Fig. 1: run 1, metal layers overlaid
(1 px per um)
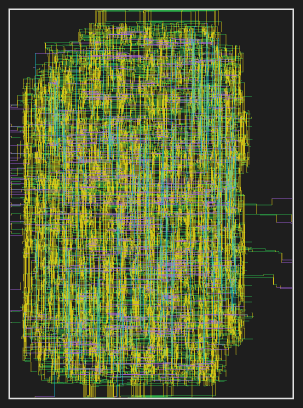
Fig. 2: run 1, signal wires on met3
(1 px per um)
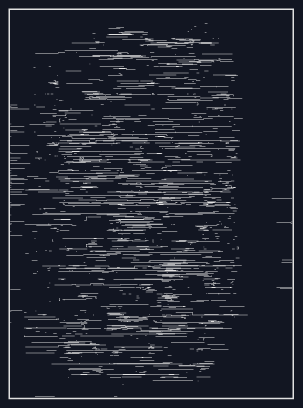
Fig. 3: run 1, clock wiring as the flow saved it
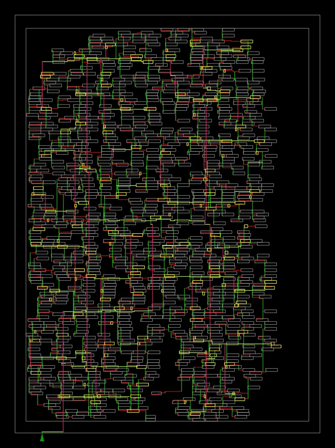
[src/rtl/param_register_file_if.sv]
// Bus bundle for param_register_file: write port, packed read ports, clear request and ready.
// The master drives requests and addresses; the slave (the register file) returns read data and ready.
interface param_register_file_if #(
    parameter int DATA_WIDTH     = 32,
    parameter int ADDR_WIDTH     = 5,
    parameter int NUM_READ_PORTS = 2
) ();

    logic                                 clear_request;
    logic                                 write_enable;
    logic [ADDR_WIDTH-1:0]                write_address;
    logic [DATA_WIDTH-1:0]                write_data;
    logic [NUM_READ_PORTS*ADDR_WIDTH-1:0] read_address;
    logic [NUM_READ_PORTS*DATA_WIDTH-1:0] read_data;
    logic                                 ready;

    modport master (
        output clear_request,
        output write_enable,
        output write_address,
        output write_data,
        output read_address,
        input  read_data,
        input  ready
    );

    modport slave (
        input  clear_request,
        input  write_enable,
        input  write_address,
        input  write_data,
        input  read_address,
        output read_data,
        output ready
    );

endinterface

[src/rtl/param_register_file.sv]
// Parametrised register file with a hardware clear sequencer; the array itself has no reset.
// Optional macro REGFILE_BYPASS_EN adds a same-cycle write-to-read bypass.
module param_register_file #(
    parameter int DATA_WIDTH     = 32,
    parameter int ADDR_WIDTH     = 5,
    parameter int NUM_READ_PORTS = 2,
    parameter int ZERO_REG       = 1
) (
    input  logic                  clock,
    input  logic                  reset,
    param_register_file_if.slave  bus,
    output logic                  state_debug
);

    localparam int DEPTH = 1 << ADDR_WIDTH;
    localparam logic [ADDR_WIDTH:0] LAST_INDEX = (ADDR_WIDTH + 1)'(DEPTH - 1);

    typedef enum logic {
        CLEAR = 1'b0,
        READY = 1'b1
    } state_t;

    state_t                state;
    logic                  ready_q;
    logic [ADDR_WIDTH:0]   clear_index;
    logic [DATA_WIDTH-1:0] mem [DEPTH];

    logic                                 write_blocked;
    logic                                 user_write;
    logic [NUM_READ_PORTS*DATA_WIDTH-1:0] read_data_comb;

    // Handshake: a write_enable or clear_request is taken at the rising edge only while
    // ready=1; while ready=0 both are dropped (never queued), and a clear_request wins
    // over a write presented in the same cycle.
    assign write_blocked = (ZERO_REG != 0) && (bus.write_address == '0);
    assign user_write    = (state == READY) && bus.write_enable
                           && !bus.clear_request && !write_blocked;

    always_ff @(posedge clock or posedge reset) begin
        if (reset) begin
            state       <= CLEAR;
            ready_q     <= 1'b0;
            clear_index <= '0;
        end else begin
            case (state)
                CLEAR: begin
                    clear_index <= clear_index + 1'b1;
                    if (clear_index == LAST_INDEX) begin
                        state   <= READY;
                        ready_q <= 1'b1;
                    end
                end
                READY: begin
                    if (bus.clear_request) begin
                        state       <= CLEAR;
                        ready_q     <= 1'b0;
                        clear_index <= '0;
                    end
                end
                default: begin
                    state       <= CLEAR;
                    ready_q     <= 1'b0;
                    clear_index <= '0;
                end
            endcase
        end
    end

    // The clear sequencer owns the write port while clearing.
    always_ff @(posedge clock) begin
        if (state == CLEAR) begin
            mem[clear_index[ADDR_WIDTH-1:0]] <= '0;
        end else if (user_write) begin
            mem[bus.write_address] <= bus.write_data;
        end
    end

    always_comb begin
        logic [ADDR_WIDTH-1:0] addr;
        read_data_comb = '0;
        addr           = '0;
        for (int k = 0; k < NUM_READ_PORTS; k++) begin
            addr = bus.read_address[k*ADDR_WIDTH +: ADDR_WIDTH];
            if (state == READY && !((ZERO_REG != 0) && (addr == '0))) begin
                read_data_comb[k*DATA_WIDTH +: DATA_WIDTH] = mem[addr];
`ifdef REGFILE_BYPASS_EN
                if (ready_q && bus.write_enable && (addr == bus.write_address)) begin
                    read_data_comb[k*DATA_WIDTH +: DATA_WIDTH] = bus.write_data;
                end
`endif
            end
        end
    end

    assign bus.read_data = read_data_comb;
    assign bus.ready     = ready_q;
    assign state_debug   = state;

endmodule
[src/flat_wrapper.sv]
// flat-port wrapper written by rule: the top's interface ports become plain ports
module param_register_file_flat 
#(
    parameter int DATA_WIDTH     = 32,
    parameter int ADDR_WIDTH     = 5,
    parameter int NUM_READ_PORTS = 2,
    parameter int ZERO_REG       = 1
)
  (clock, reset, state_debug, bus_clear_request, bus_write_enable, bus_write_address, bus_write_data, bus_read_address, bus_read_data, bus_ready);
  param_register_file_if #(.DATA_WIDTH(DATA_WIDTH), .ADDR_WIDTH(ADDR_WIDTH), .NUM_READ_PORTS(NUM_READ_PORTS)) bus_i ();
  input  logic clock;
  input  logic reset;
  output logic state_debug;
  input wire logic [$bits(bus_i.clear_request)-1:0] bus_clear_request;
  input wire logic [$bits(bus_i.write_enable)-1:0] bus_write_enable;
  input wire logic [$bits(bus_i.write_address)-1:0] bus_write_address;
  input wire logic [$bits(bus_i.write_data)-1:0] bus_write_data;
  input wire logic [$bits(bus_i.read_address)-1:0] bus_read_address;
  output wire logic [$bits(bus_i.read_data)-1:0] bus_read_data;
  output wire logic [$bits(bus_i.ready)-1:0] bus_ready;
  assign bus_i.clear_request = bus_clear_request;
  assign bus_i.write_enable = bus_write_enable;
  assign bus_i.write_address = bus_write_address;
  assign bus_i.write_data = bus_write_data;
  assign bus_i.read_address = bus_read_address;
  assign bus_read_data = bus_i.read_data;
  assign bus_ready = bus_i.ready;
  param_register_file #(.DATA_WIDTH(DATA_WIDTH), .ADDR_WIDTH(ADDR_WIDTH), .NUM_READ_PORTS(NUM_READ_PORTS), .ZERO_REG(ZERO_REG)) u_core (.clock(clock), .reset(reset), .bus(bus_i), .state_debug(state_debug));
endmodule
[config.mk]
export PLATFORM = sky130hd
export DESIGN_NAME = param_register_file_flat
export DESIGN_NICKNAME = d
export VERILOG_FILES = /design/src/rtl/param_register_file_if.sv /design/src/rtl/param_register_file.sv /design/src/flat_wrapper.sv
export SDC_FILE = /design/constraint.sdc
export NUM_CORES = 1
export LEC_CHECK = 0
export CAP_MARGIN = 0
export CORE_ASPECT_RATIO = 1.4
export CORE_MARGIN = 10
export CORE_UTILIZATION = 50
export DETAILED_ROUTE_END_ITERATION = 7
export PLACE_DENSITY = 0.67
export SLEW_MARGIN = 10
export SYNTH_ARGS = -nofsm -noshare
export SYNTH_HDL_FRONTEND = slang
export SYNTH_SLANG_ARGS = --single-unit
[constraint.sdc]
create_clock -name clock -period 13.6 [get_ports clock]
set_clock_uncertainty 0.15 [all_clocks]
set_input_delay 1.36 -clock clock [delete_from_list [all_inputs] [get_ports clock]]
set_output_delay 1.36 -clock clock [all_outputs]
set_load 0.05 [all_outputs]
==> Changelog: implementation, run 1 <==
### Metrics

- Cell Area, Synth: 0.04827 sq mm
- P_leak: 0.01936 uW
- NetSw: 1934 uW
- CP arrival: 5820 ps
- Req. time, crit path: 12090 ps
- Tool Warnings: 31
- Internal: 5517 uW
- Die Area: 0.1096 sq mm
- Setup TNS: 0 ps
- GR Overflow Total: 0
- Layout cell share with drive strength beyond 1: 17.19%
- Post-Syn Nets: 2932
- CTS tree: yes
- Crit end category: output pin
- Period minus WS final: 7326 ps
- Startpoint types: input pin
- Worst path bufs/invs: 4
- Mean Syn Cell Area: 16.76 sq um
- Yosys chip area: 0.04827 sq mm
- Final cell count without fillers: 4245
- FP Util: 50.51%
- Die Width: 282.6 um
- DRT Pass-1 Iters: 6
- Final Instance Area: 0.05387 sq mm
- Nets: 2996
- CTS resizes: 0
- Most frequent cell on the critical path: buf_4
- Setup bufs post-CTS: 0
- RSZ-0062 raised after global routing: false
- DRT antenna net count: 0
- Post-CTS Hold Fix Bufs: 0
- Largest net degree at the start of global routing: 107
- Seq pwr share: 50.6%
- CP Max Fanout: 70
- Max-Slew Margin vs Limit: 23.04%
- Fraction of power consumed by combinational cells: 12.5%
- Std cell rows: 134
- Worst-path clk slew: 70 ps
- Power Dens Cells: 138.3 mW/mm^2
- FFs w/ async S/R, synth: 0.7752%
- Synthesis Warnings: 0
- Worst path cell trace: buf_8, buf_4, buf_4, mux4_2, a32oi_1, nand4_1, clkdlybuf4s50_1
- Sw Ratio: 25.96%
- Residual DRC count: 0
- VDD IR max: 0.1552 mV
- Crit Path Category: in2out
- Vias per Instance: 7.224
- Final setup violating endpoints: 0
- CTS root buffer: clkbuf_16
- Placed Area: 0.05073 sq mm
- Clock tree buffer depth: 3
- Post-layout period usage: 53.87%
- Crit-path max cell delay: 950 ps
- Final Hold Fails: 0
- 1st-iter DRT viols: 3824
- Status: finished, final reports clean
- GP Congestion: 0.8418
- HPWL after DPL: 83870 um
- Worst hold slack: 344.1 ps
- Clock group share of total power: 36.9%
- Post-synth seq share: 64.11%
- Synth Register Bits: 1032
- Top cells by area: edfxtp_1 (64%), mux2i_1 (12%), mux4_2 (11%), a22oi_1 (4.9%), nand3_1 (1.6%)
- Vias in the first global route: 31.66k
## Picture notes: Fig. 1
- cyan: M4 (wire length 10800 um)
- purple: M3 (wire length 14900 um)
- yellow: M2 (wire length 77.2 mm)
- green: M1 (wire length 55.7 mm)
wire per inst: 37.37 um
GR Util All Layers: 28.41%
WL final: 158600 um
DR vias: 30.67k

## Picture notes: Fig. 2
- wire length on this layer: 14900 um
- longest straight run: 106 um
- share of all routed wire: 9.4%
- nets with wire on the layer: 391
met3 global-route usage: 4.911%

## Picture notes: Fig. 3
Clock group: 2750 uW
Worst-Skew Late Latency: 700 ps
CTS buffer count: 96
Clock buffer cells: 115
number of clock sinks: 1032

-- run 1: stage by stage --
step	util [%]	total power (uW)	setup slack [ps]
2_1_floorplan	-	4331	7597
3_3_place_gp	53.09	4715	6366
3_5_place_dp	53.09	4749	6357
4_1_cts	56.37	7446	6347
5_1_grt	56.37	7611	6131
6_report	56.37	7451	6274
-- run 1: cell families (layout without fill, tap and decap cells) --
logic type / Yosys count / count (layout) / share of synthesized area [%]
AOI/OAI and AO/OA: 428 / 428 / 6.381
adders and majority gates: 1 / 1 / 0.02592
buffers and inverters: 235 / 375 / 2.597
DFF: 1032 / 1032 / 64.11
muxes: 790 / 790 / 22.45
other: 0 / 1 / 0
and+or+nand+nor: 394 / 394 / 4.427
-- run 1: state kept, by name, summed over array words and instances, names as in the netlist --
signal,cells
u_core.mem,1024
u_core.bus.ready,1
u_core.state_debug,1
u_core.clear_index,6
-- run 1: layout make-up --
class	instances	area, sq um
well taps	1224	1531
fillers	7303	41690
diodes	1	2.502
clock inverters	59	621.8
clock buffers	115	2516
inverters	4	15.01
flip-flops and latches	1032	30950
multi-input cells	1613	16410
repair buffers	197	1823
-- run 1: worst register-to-register path: cells and delay by family, from the launching register on --
kind,cells,cell delay [ps]
flip-flops,1,1010
AND/OR/NAND/NOR,2,1190
buffers and inverters,1,540
AND-OR/OR-AND,2,990
-- run 1: power by group through the flow --
stage	Combinational, uW	Sequential (uW)	Clock, uW
floorplan	520	3810	0
global placement	899	3820	0
detailed placement	915	3830	0
CTS	918	3770	2760
global route	947	3780	2880
finish	931	3770	2750
-- run 1: per-layer routing --
| layer | routed length (um) | track usage (%) |
|---|---|---|
| met1 | 55730 | 34.75 |
| met2 | 77170 | 46.39 |
| met3 | 14910 | 4.911 |
| met4 | 10810 | 17.66 |
| met5 | 0 | 0 |
-- run 1: layout by cell type (no fill, tap or decap), drive strengths merged, types with 6 or more instances in the layout --
| master | synthesis | routed |
|---|---|---|
| a32oi | 10 | 10 |
| nand2 | 43 | 43 |
| mux4 | 234 | 234 |
| inv | 4 | 6 |
| a22oi | 315 | 315 |
| clkdlybuf4s50 | 0 | 111 |
| a31oi | 12 | 12 |
| edfxtp | 1024 | 1024 |
| and3 | 23 | 23 |
| o21ai | 8 | 8 |
| mux2i | 556 | 556 |
| bufinv | 0 | 12 |
| nor3 | 18 | 18 |
| clkbuf | 82 | 116 |
| clkinv | 0 | 41 |
| buf | 149 | 85 |
| nand4 | 67 | 67 |
| nor2 | 27 | 27 |
| nand3 | 150 | 150 |
| dfrtp | 8 | 8 |
| a22o | 9 | 9 |
| nor2b | 7 | 7 |
| a21oi | 59 | 59 |
| and2 | 39 | 39 |
-- run 1: path summary, 6_finish.rpt --
| check | end | slack, ps | cells past startpoint | start |
|---|---|---|---|---|
| min in group asynchronous | u_core.state_debug | 760 | 2 | reset |
| max in group asynchronous | u_core.clear_index[3] | 12290 | 2 | reset |
| hold reg to reg | u_core.bus.ready | 340 | 1 | u_core.bus.ready |
| setup / recovery | bus_read_data[41] | 6270 | 7 | bus_read_address[5] |
| hold / removal | u_core.bus.ready | 340 | 1 | u_core.bus.ready |
| setup reg to reg | u_core.mem[9][29] | 9290 | 5 | u_core.state_debug |
--- run 2 (diff from run 1) ---
==> constraint.sdc (replaced) <==
create_clock -name clock -period 7 [get_ports clock]
set_clock_uncertainty 0.15 [all_clocks]
set_input_delay 0.7 -clock clock [delete_from_list [all_inputs] [get_ports clock]]
set_output_delay 0.7 -clock clock [all_outputs]
set_load 0.05 [all_outputs]
Fig. 4: run 2, metal layers overlaid
(1 px per um)
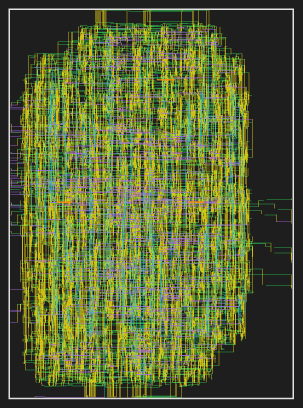
- yellow: M2 (wire length 79.3 mm)
- green: M1 (wire length 55.5 mm)
- purple: M3 (wire length 15700 um)
- cyan: M4 (wire length 10700 um)
- orange: M5 (wire length 43.2 um)
WL final: 161200 um
DR vias: 31.00k
wire per inst: 37.77 um
GR Util All Layers: 28.94%

==> Changelog: implementation, run 2 <==
### Metrics

- Status: finished, final reports clean
- Clock tree buffer depth: 3
- Min-Delay Path Class: in2async
- CTS tree: yes
- CTS resizes: 0
- FP Util: 50.51%
- Internal: 10800 uW
- Largest register by flop count: u_core.mem
- Dominant logic cell type in the layout: edfxtp_1
- Largest type area fraction: 63.70%
- Post-CTS Hold Fix Bufs: 0
- Post-synth seq share: 64.11%
- Synth cell types: 53
- Most frequent cell on the critical path: buf_4
- VDD IR max: 0.2132 mV
- Final Hold Fails: 0
- Synth Register Bits: 1032
- CP Max Fanout: 17
- RSZ-0062 raised after global routing: false
- NetSw: 3788 uW
- Gate Count Post-Synth: 2880
- # IOs: 117
- Largest net degree at the start of global routing: 88
- Yosys cell count: 2880
- Filler cells: 7228
- Largest register FFs: 1024
- Tool Warnings: 27
- First-pass GRT wire length: 225400 um
- Sw Ratio: 25.96%
- Power Dens Cells: 269.3 mW/mm^2
- Vias in the first global route: 31.69k
- Max-Slew Margin vs Limit: 9.596%
- Htree depth: 3
- Final Instance Area: 0.05418 sq mm
- GP Congestion: 0.8948
- Core area: 0.09557 sq mm
- Main flop type: edfxtp_1
- Crit end category: output pin
- Crit Path Category: reg2out
- Post-Syn Nets: 2932
- Post-layout period usage: 80.30%
- Yosys chip area: 0.04827 sq mm
- HPWL after DPL: 92790 um
- Fraction of power consumed by combinational cells: 12.6%
- Synth cell count leaders: edfxtp_1 (1024), mux2i_1 (556), a22oi_1 (315), mux4_2 (233), nand3_1 (150)
- DRT antenna net count: 0
- Most frequent cell after synthesis: edfxtp_1
- Port Buffers: 116
- Layout overhead on the synthesized area: 12.24%
- Die span in y: 387.6 um
- Initial antenna violation count: 2
- Die Width: 282.6 um
- Worst path cell trace: buf_4, nor3b_2, nor3b_4, buf_4, a22oi_1, nand4_1, clkdlybuf4s50_1
- Seq pwr share: 50.2%
- Residual DRC count: 0
- P_leak: 0.01953 uW
- Max-Cap Viols: 0
- Area leader, netlist: edfxtp_1
- Worst-path clk slew: 60 ps
- Placed Area: 0.05095 sq mm
- Slowest-stage cell, CP: clkdlybuf4s50_1
- 1st-iter DRT viols: 3830
- Synthesis Warnings: 0
- Worst-Skew Late Latency: 700 ps
- GR Overflow Total: 0
- Period minus WS final: 5621 ps
- ANT cells: 0
- Final setup violating endpoints: 0
- Post-synth EDFFs: 1024
- Slew Viols, Final: 0
- Cell Area, Synth: 0.04827 sq mm
- Dominant logic cell types in the final layout: edfxtp_1 (1024), mux2i_1 (556), a22oi_1 (315), mux4_2 (233), nand3_1 (149)
- Setup TNS: 0 ps
- Worst Tran Pin Value: 1353 ps
- DRT Pass-1 Iters: 8
- Mean Syn Cell Area: 16.76 sq um
- Startpoint types: flop
- Top cells by area: edfxtp_1 (64%), mux2i_1 (12%), mux4_2 (11%), a22oi_1 (4.9%), nand3_1 (1.6%)
- Nets: 3015
- Number of clock sinks: 1032
- Crit-path max cell delay: 870 ps
- CTS root buffer: clkbuf_16
- FFs w/ async S/R, synth: 0.7752%
- Top Registers: u_core.mem x1024, u_core.clear_index x6
- Die Area: 0.1096 sq mm
- Top achievable clock speed: 177.9 MHz
- Clock group share of total power: 37.2%
- CP arrival: 4770 ps
- Setup bufs post-CTS: 0
- Std cell rows: 134
- Layout cell share with drive strength beyond 1: 17.87%
- Vias per Instance: 7.263
- Req. time, crit path: 6150 ps
Fig. 5: run 2, clock wiring as the flow saved it
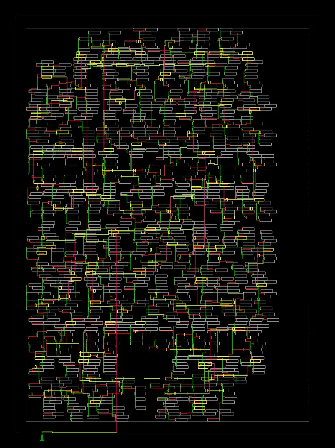
flip-flops: 1032
CTS buffer count: 95
Clock buffer cells: 116
Clock group: 5430 uW

-- run 2: cell types whose count changed in the layout (fill, tap and decap cells not counted), sizes merged --
cell and change:
buf +20, clkbuf +1, clkinv +3, diode -1
-- run 2: layout make-up --
type / instances / area, sq um / share of cell area, %
inverters: 4 / 15.01 / 0.02771
repair buffers: 217 / 2036 / 3.757
clock buffers: 116 / 2603 / 4.803
clock inverters: 62 / 624.3 / 1.152
flip-flops and latches: 1032 / 30950 / 57.12
well taps: 1224 / 1531 / 2.827
multi-input cells: 1613 / 16420 / 30.31
-- run 2: final timing paths --
| check | cells after the start | slack (ps) | end | start |
|---|---|---|---|---|
| min in group clock | 1 | 370 | u_core.bus.ready | u_core.bus.ready |
| worst max-delay path | 7 | 1380 | bus_read_data[42] | u_core.state_debug |
| max in group asynchronous | 2 | 6330 | u_core.clear_index[4] | reset |
| worst max register to register | 5 | 2970 | u_core.mem[25][23] | u_core.state_debug |
| worst min-delay path | 2 | 110 | u_core.state_debug | reset |
| worst min register to register | 1 | 370 | u_core.bus.ready | u_core.bus.ready |
-- run 2: cells by family after synthesis --
group                    Yosys count  synth area share [%]
AND-OR/OR-AND                    428                 6.381
adder cells (fa/ha/maj)            1               0.02592
buffers and inverters            235                 2.597
flip-flops                      1032                 64.11
multiplexers                     790                 22.45
AND/OR/NAND/NOR                  394                 4.427
-- run 2: worst max-delay path, delay by kind of cell, from the launching register on --
family	cells	cell delay, ps
DFF	1	650
buffers and inverters	3	1660
AOI/OAI and AO/OA	1	140
and+or+nand+nor	3	1550
-- run 2: layer usage --
metal	part of all wire (%)	wire length, um	track usage, %	up-vias
met5	0.027	43	0	-
met4	6.7	10720	16.78	6
met3	9.7	15690	5.957	596
met2	49	79290	48.04	2192
met1	34	55470	34.56	16020
li1	-	-	-	12180
-- run 2: stage by stage --
step                std cells  setup WS, ps  util, %  hold slack, ps  total power [uW]
finish                   4268          1379    56.69           108.9             14590
global route             4268          1307    56.69           136.8             14930
CTS                      4268          1435    56.69           76.47             14590
detailed placement       4090          1893    53.32           353.2              9247
global placement         4090          1829    53.32           311.0              9183
floorplan                2880          1657        -           303.3              8415
-- run 2: power by group through the flow --
stage	clock, uW	sequential [uW]	combinational, uW
6_report	5430	7330	1830
4_1_cts	5470	7320	1810
3_5_place_dp	0	7450	1800
3_3_place_gp	0	7410	1770
2_1_floorplan	0	7400	1010
5_1_grt	5720	7350	1860
Power and IR drop assume default switching activity.
